### src/rtl/uart_cmd_parser_pkg.sv
// Shared types and constants for the UART command-frame parser:
// state encoding, error codes, frame constants and timeout derivation.
package uart_cmd_pkg;

    typedef enum logic [2:0] {
        ST_IDLE = 3'd0,
        ST_ADDR = 3'd1,
        ST_D3   = 3'd2,
        ST_D2   = 3'd3,
        ST_D1   = 3'd4,
        ST_D0   = 3'd5,
        ST_CHK  = 3'd6
    } state_t;

    typedef enum logic [1:0] {
        ERR_NONE    = 2'd0,
        ERR_FRAME   = 2'd1,
        ERR_CHK     = 2'd2,
        ERR_TIMEOUT = 2'd3
    } err_code_t;

    localparam logic [7:0] HEADER_DEFAULT = 8'h55;
    localparam int         FRAME_LEN      = 7;

    // One byte time is 10 bit times (start + 8 data + stop).
    function automatic int timeout_cycles(input int clock_freq, input int baud,
                                          input int timeout_bytes);
        longint cycles;
        cycles = longint'(timeout_bytes) * 64'sd10 * longint'(clock_freq) / longint'(baud);
        return int'(cycles);
    endfunction

endpackage

### src/rtl/uart_cmd_parser_if.sv
// Byte-stream input and validated-command output of the UART command parser.
// master = byte receiver / consumer side, slave = the parser itself.
interface uart_cmd_parser_if;
    logic        Rx_Done;
    logic [7:0]  Rx_Data;
    logic        Frame_Error;
    logic        Cmd_Valid;
    logic [7:0]  Cmd_Addr;
    logic [31:0] Cmd_Data;
    logic        Cmd_Err;
    logic [1:0]  Err_Code;

    modport master (
        output Rx_Done, Rx_Data, Frame_Error,
        input  Cmd_Valid, Cmd_Addr, Cmd_Data, Cmd_Err, Err_Code
    );

    modport slave (
        input  Rx_Done, Rx_Data, Frame_Error,
        output Cmd_Valid, Cmd_Addr, Cmd_Data, Cmd_Err, Err_Code
    );
endinterface

### src/rtl/uart_cmd_parser.sv
// Assembles HEADER/ADDR/D3..D0/CHK byte frames into checked 8-bit address,
// 32-bit data register writes; reports framing, checksum and timeout errors.
module uart_cmd_parser
    import uart_cmd_pkg::*;
#(
    parameter int         CLOCK_FREQ    = 50_000_000,
    parameter int         BAUD          = 115200,
    parameter logic [7:0] HEADER        = HEADER_DEFAULT,
    parameter int         TIMEOUT_BYTES = 3
) (
    input  logic              Clk,
    input  logic              Reset_n,
    uart_cmd_parser_if.slave  bus
);

    localparam int TIMEOUT_CYCLES = timeout_cycles(CLOCK_FREQ, BAUD, TIMEOUT_BYTES);
    localparam int TO_W           = $clog2(TIMEOUT_CYCLES + 1);

    state_t           state_reg, state_next;
    logic [7:0]       chk_reg, chk_next;
    logic [7:0]       addr_sh_reg, addr_sh_next;
    logic [7:0]       data_sh_reg [4];
    logic [TO_W-1:0]  to_cnt_reg, to_cnt_next;
    logic             cmd_valid_reg, cmd_valid_next;
    logic             cmd_err_reg, cmd_err_next;
    logic [1:0]       err_code_reg, err_code_next;
    logic [7:0]       cmd_addr_reg, cmd_addr_next;
    logic [31:0]      cmd_data_reg, cmd_data_next;

    logic rx_clean, rx_bad, timeout_hit;

    assign rx_clean    = bus.Rx_Done && !bus.Frame_Error;
    assign rx_bad      = bus.Rx_Done &&  bus.Frame_Error;
    // A byte arriving on the expiry cycle takes priority over the timeout.
    assign timeout_hit = (state_reg != ST_IDLE) && !bus.Rx_Done &&
                         (to_cnt_reg == TO_W'(TIMEOUT_CYCLES));

    // Data byte lanes: lane gi holds Cmd_Data[8*gi +: 8], received in state D<gi>.
    generate
        for (genvar gi = 0; gi < 4; gi++) begin : g_lane
            localparam logic [2:0] LANE_ST = 3'(int'(ST_D0) - gi);
            always_ff @(posedge Clk or negedge Reset_n) begin
                if (!Reset_n) begin
                    data_sh_reg[gi] <= 8'h00;
                end else if (rx_clean && state_reg == state_t'(LANE_ST)) begin
                    data_sh_reg[gi] <= bus.Rx_Data;
                end
            end
        end
    endgenerate

    always_ff @(posedge Clk or negedge Reset_n) begin
        if (!Reset_n) begin
            state_reg     <= ST_IDLE;
            chk_reg       <= 8'h00;
            addr_sh_reg   <= 8'h00;
            to_cnt_reg    <= '0;
            cmd_valid_reg <= 1'b0;
            cmd_err_reg   <= 1'b0;
            err_code_reg  <= ERR_NONE;
            cmd_addr_reg  <= 8'h00;
            cmd_data_reg  <= 32'h0;
        end else begin
            state_reg     <= state_next;
            chk_reg       <= chk_next;
            addr_sh_reg   <= addr_sh_next;
            to_cnt_reg    <= to_cnt_next;
            cmd_valid_reg <= cmd_valid_next;
            cmd_err_reg   <= cmd_err_next;
            err_code_reg  <= err_code_next;
            cmd_addr_reg  <= cmd_addr_next;
            cmd_data_reg  <= cmd_data_next;
        end
    end

    always_comb begin
        state_next     = state_reg;
        chk_next       = chk_reg;
        addr_sh_next   = addr_sh_reg;
        cmd_valid_next = 1'b0;
        cmd_err_next   = 1'b0;
        err_code_next  = err_code_reg;
        cmd_addr_next  = cmd_addr_reg;
        cmd_data_next  = cmd_data_reg;

        if (rx_bad) begin
            cmd_err_next  = 1'b1;
            err_code_next = ERR_FRAME;
            state_next    = ST_IDLE;
        end else if (rx_clean) begin
            unique case (state_reg)
                ST_IDLE: begin
                    if (bus.Rx_Data == HEADER) begin
                        state_next = ST_ADDR;
                        chk_next   = 8'h00;
                    end
                end
                ST_ADDR: begin
                    addr_sh_next = bus.Rx_Data;
                    chk_next     = chk_reg ^ bus.Rx_Data;
                    state_next   = ST_D3;
                end
                ST_D3: begin
                    chk_next   = chk_reg ^ bus.Rx_Data;
                    state_next = ST_D2;
                end
                ST_D2: begin
                    chk_next   = chk_reg ^ bus.Rx_Data;
                    state_next = ST_D1;
                end
                ST_D1: begin
                    chk_next   = chk_reg ^ bus.Rx_Data;
                    state_next = ST_D0;
                end
                ST_D0: begin
                    chk_next   = chk_reg ^ bus.Rx_Data;
                    state_next = ST_CHK;
                end
                ST_CHK: begin
                    if (bus.Rx_Data == chk_reg) begin
                        cmd_valid_next = 1'b1;
                        cmd_addr_next  = addr_sh_reg;
                        cmd_data_next  = {data_sh_reg[3], data_sh_reg[2],
                                          data_sh_reg[1], data_sh_reg[0]};
                    end else begin
                        cmd_err_next  = 1'b1;
                        err_code_next = ERR_CHK;
                    end
                    state_next = ST_IDLE;
                end
                default: state_next = ST_IDLE;
            endcase
        end else if (timeout_hit) begin
            cmd_err_next  = 1'b1;
            err_code_next = ERR_TIMEOUT;
            state_next    = ST_IDLE;
        end

        // Gap counter measures idle cycles since the last byte of an open frame.
        if (bus.Rx_Done || state_next == ST_IDLE || state_reg == ST_IDLE) begin
            to_cnt_next = '0;
        end else begin
            to_cnt_next = to_cnt_reg + TO_W'(1);
        end
    end

    assign bus.Cmd_Valid = cmd_valid_reg;
    assign bus.Cmd_Err   = cmd_err_reg;
    assign bus.Err_Code  = err_code_reg;
    assign bus.Cmd_Addr  = cmd_addr_reg;
    assign bus.Cmd_Data  = cmd_data_reg;

endmodule
### src/flat_wrapper.sv
// flat-port wrapper written by rule: the top's interface ports become plain ports
module uart_cmd_parser_flat import uart_cmd_pkg::*;
#(
    parameter int         CLOCK_FREQ    = 50_000_000,
    parameter int         BAUD          = 115200,
    parameter logic [7:0] HEADER        = HEADER_DEFAULT,
    parameter int         TIMEOUT_BYTES = 3
)
  (Clk, Reset_n, bus_Rx_Done, bus_Rx_Data, bus_Frame_Error, bus_Cmd_Valid, bus_Cmd_Addr, bus_Cmd_Data, bus_Cmd_Err, bus_Err_Code);
  uart_cmd_parser_if bus_i ();
  input  logic Clk;
  input  logic Reset_n;
  input wire logic [$bits(bus_i.Rx_Done)-1:0] bus_Rx_Done;
  input wire logic [$bits(bus_i.Rx_Data)-1:0] bus_Rx_Data;
  input wire logic [$bits(bus_i.Frame_Error)-1:0] bus_Frame_Error;
  output wire logic [$bits(bus_i.Cmd_Valid)-1:0] bus_Cmd_Valid;
  output wire logic [$bits(bus_i.Cmd_Addr)-1:0] bus_Cmd_Addr;
  output wire logic [$bits(bus_i.Cmd_Data)-1:0] bus_Cmd_Data;
  output wire logic [$bits(bus_i.Cmd_Err)-1:0] bus_Cmd_Err;
  output wire logic [$bits(bus_i.Err_Code)-1:0] bus_Err_Code;
  assign bus_i.Rx_Done = bus_Rx_Done;
  assign bus_i.Rx_Data = bus_Rx_Data;
  assign bus_i.Frame_Error = bus_Frame_Error;
  assign bus_Cmd_Valid = bus_i.Cmd_Valid;
  assign bus_Cmd_Addr = bus_i.Cmd_Addr;
  assign bus_Cmd_Data = bus_i.Cmd_Data;
  assign bus_Cmd_Err = bus_i.Cmd_Err;
  assign bus_Err_Code = bus_i.Err_Code;
  uart_cmd_parser #(.CLOCK_FREQ(CLOCK_FREQ), .BAUD(BAUD), .HEADER(HEADER), .TIMEOUT_BYTES(TIMEOUT_BYTES)) u_core (.Clk(Clk), .Reset_n(Reset_n), .bus(bus_i));
endmodule
### config.mk
export PLATFORM = sky130hd
export DESIGN_NAME = uart_cmd_parser_flat
export DESIGN_NICKNAME = d
export VERILOG_FILES = /design/src/rtl/uart_cmd_parser_pkg.sv /design/src/rtl/uart_cmd_parser_if.sv /design/src/rtl/uart_cmd_parser.sv /design/src/flat_wrapper.sv
export SDC_FILE = /design/constraint.sdc
export NUM_CORES = 1
export LEC_CHECK = 0
export CAP_MARGIN = 10
export CORE_MARGIN = 10
export CORE_UTILIZATION = 45
export DETAILED_ROUTE_END_ITERATION = 8
export PLACE_DENSITY = 0.66
export SYNTH_ARGS = -nofsm -noshare
export SYNTH_HDL_FRONTEND = slang
export SYNTH_SLANG_ARGS = --single-unit
### constraint.sdc
create_clock -name Clk -period 4 [get_ports Clk]
set_input_delay 0.4 -clock Clk [delete_from_list [all_inputs] [get_ports Clk]]
set_output_delay 0.4 -clock Clk [all_outputs]
set_load 0.01 [all_outputs]
Figure 1. Metal 1.
Scale bar: 20 um. Cells faint in the background.
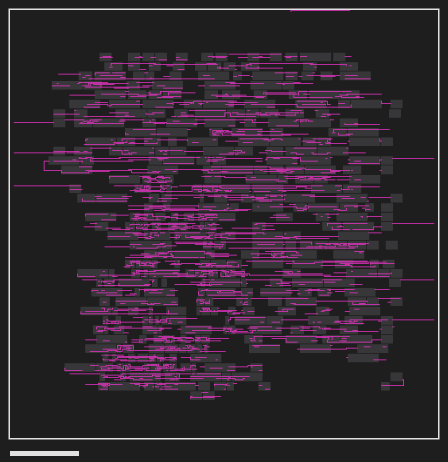
main direction = horizontal
share of all routed wire = 47%
longest straight run = 41.4 um
wire length on this layer = 4640 um
nets with wire on the layer = 377

Figure 2. Routing congestion map.
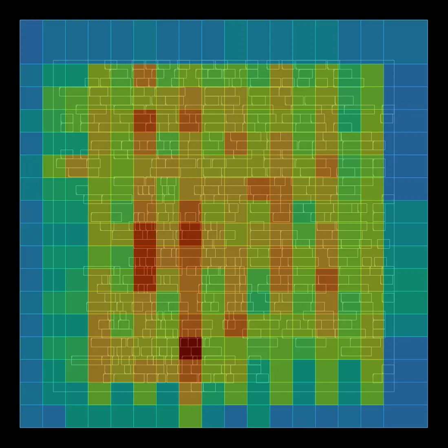
grt peak-use layer: met2
met1 GRT Util: 18.0%
final core occ: 54.5%
mean routed wirelength per cell: 18.3 um
met3 Resource Use GR: 2.58%

==> results.py <==
# Metrics from the implementation run
metrics = {
    "route": {
        "antenna_violating_nets_post_route": 0,
        "detail_route.first_pass.iterations": 4,
        "top_layer": "met4",
        "routed_wl_mm": 9.93,
        "met3RoutedLength_um": 416,
        "route.vias.total": 2910,
        "routed-wl-met2_mm": 4.76,
        "drt-initial-drc-count": 144,
        "drcViolationCount": 0,
        "viasPerCell": 5.37,
    },
    "synth": {
        "ys_seq_share_pct": 56.3,
        "synthDistinctLibCells": 46,
        "yosys_area_mm2": 0.00484,
        "yosysWarnings": 0,
        "ys_async_sr_fraction_pct": 100,
        "syn_inst": 351,
        "xor_area_share_pct": 3.43,
        "simple_gate_area_share_pct": 9.56,
        "compound_area_share_pct": 4.73,
        "syn_avg_cell_area_um2": 13.8,
        "yosysCellCount": 351,
        "synth_nets": 365,
        "synthFlopType": "dfrtp_1",
        "topCellsByArea": "dfrtp_1, mux2_4, mux2_2",
        "synth-edff-count": 0,
        "synthMuxAreaShare_pct": 22.0,
        "synthAdderAreaFrac_pct": 0.517,
        "top_cells_by_count": "dfrtp_1, mux2_2, mux2_4",
        "synth_flop_count": 109,
        "syn_area_mm2": 0.00484,
        "synth_top_area_share_pct": 56.3,
        "topCombFamilyByArea": "multiplexers",
        "most_common_cell": "dfrtp_1",
    },
    "layout": {
        "sh_seq_area_pct": 48.1,
        "fillCellCount": 883,
        "clk_share_pct": 3.51,
        "finalNetCount": 415,
        "drive_gt1_share_pct": 28.1,
        "regArea_mm2": 0.00273,
        "largest_class": "flip-flops and latches",
        "buffers": 64,
        "logic_area_mm2": 0.00195,
        "logic_gates": 215,
        "lay_top_count": "dfrtp_1",
        "final_cell_mix": "dfrtp_1, clkdlybuf4s50_1, mux2_2",
        "comb-cell-share_pct": 34.4,
        "final_cell_area_mm2": 0.00567,
        "buf_share_pct": 10.9,
        "area_growth_pct": 17.1,
        "fin_cells": 542,
        "n_all_inverters": 2,
        "seq_cell_count": 109,
    },
    "setup_path": {
        "rr_worst_depth": 4,
        "reg2reg_from": "u_core.state_reg[1]$_DFF_PN0_",
        "critical-path-max-stage-delay_ps": 750,
        "cp-start-kind": "input pin",
        "crit_buf_inv": 2,
        "worstPathCellList": "clkdlybuf4s50_1, xnor2_1, nand4_1, nor4_4, buf_4, mux2_2",
        "reg2reg_slack_ps": 1720,
        "crit_path_max_fanout": 27,
        "endpoint": "u_core.bus.Cmd_Data[31]$_DFFE_PN0P_",
        "timing.rr.end": "u_core.bus.Cmd_Data[31]$_DFFE_PN0P_",
        "cp.depth": 6,
        "cpLargestDelayFamily": "buffers and inverters",
        "cp-end-kind": "flop",
        "arrival_ps": 2730,
        "crit_type": "input pin to flop",
        "required_ps": 4260,
        "cp-startpoint": "bus_Rx_Data[2]",
    },
    "sta": {
        "setup_viol": 0,
        "rsz0062_at_grt": "no",
        "setup_slack_ps": 1530,
        "fin_skew_ps": 15.3,
        "slew_viol_final": 0,
        "hold_ws_ps": 497,
        "finalCriticalPeriod_ps": 2470,
        "finalHoldViolCount": 0,
        "fmax_ghz": 0.404,
        "period_used_pct": 61.8,
        "worst_slew_margin_rel_pct": 45.1,
        "tightest_slew_ps": 817,
        "tns_ps": 0,
    },
    "clock_tree": {
        "cts-resized-gates": 0,
        "cts_root_buf": "clkbuf_8",
        "cts_sinks": 109,
        "htree_levels": 3,
        "clkTransAtPathRegs_ps": 110,
        "postCtsSetupBuffers": 0,
        "cts_tree": "built",
        "cts_buffer_depth": 2,
        "clkLatencyLatePin_ps": 370,
        "holdBufCountCts": 1,
        "numCtsBuffers": 9,
    },
    "power_and_ir_drop": {
        "seq_power_share_pct": 58.7,
        "swShare_pct": 27.9,
        "powerClk_uw": 665,
        "p_int_uw": 1640,
        "combinationalPowerShare_pct": 12.1,
        "p_comb_uw": 276,
        "power_frac_clock_pct": 29.2,
        "p_seq_uw": 1340,
        "p_switching_uw": 636,
        "power_leader": "registers",
        "power_uw": 2280,
        "ir_drop_uv": 248,
        "p_leak_uw": 0.00249,
        "power_density_mw_per_mm2": 402,
    },
    "global_routing": {
        "grt_pass1_wl_mm": 16.0,
        "grt_max_degree": 40,
        "grt_usage_pct": 13.3,
        "grt_pass1_vias": 2930,
        "antenna_found_initial": 0,
        "gr-usage-met2_pct": 20.7,
        "overflow": 0,
    },
    "floorplanning": {
        "die_y_um": 124,
        "chip_area_mm2": 0.0153,
        "die_w_um": 124,
        "n_tap_cell": 136,
        "initial_core_util_pct": 46.5,
        "io_pins": 56,
        "num_rows": 37,
        "coreArea_mm2": 0.0104,
    },
    "placed_design": {
        "place_area_mm2": 0.00546,
        "dp_slack_ps": 1150,
        "globalplace.congestion": 0.820,
        "portBuffers": 55,
        "placed_cells": 525,
        "hpwl_mm": 6.86,
    },
    "job": {
        "cap_violations": 0,
        "warnings": 27,
    },
    "hold_path": {
        "hold_depth": 1,
        "whs_endpoint": "u_core.bus.Err_Code[0]$_DFFE_PN0P_",
        "min_from": "u_core.bus.Err_Code[0]$_DFFE_PN0P_",
        "hold_class": "flop to flop",
    },
    "status": {
        "status": "completed",
    },
}
Figure 3. Wiring heat map.
25 x 25 tiles, from white (low) to dark blue (high), scaled to the fullest tile. Values are wire area over tile area, all layers added.
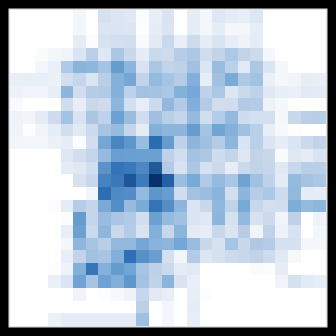
densest ninth of the die = centre
tiles over half the peak = 8.0%
nearly empty tiles = 29%
fullest tile = 0.51

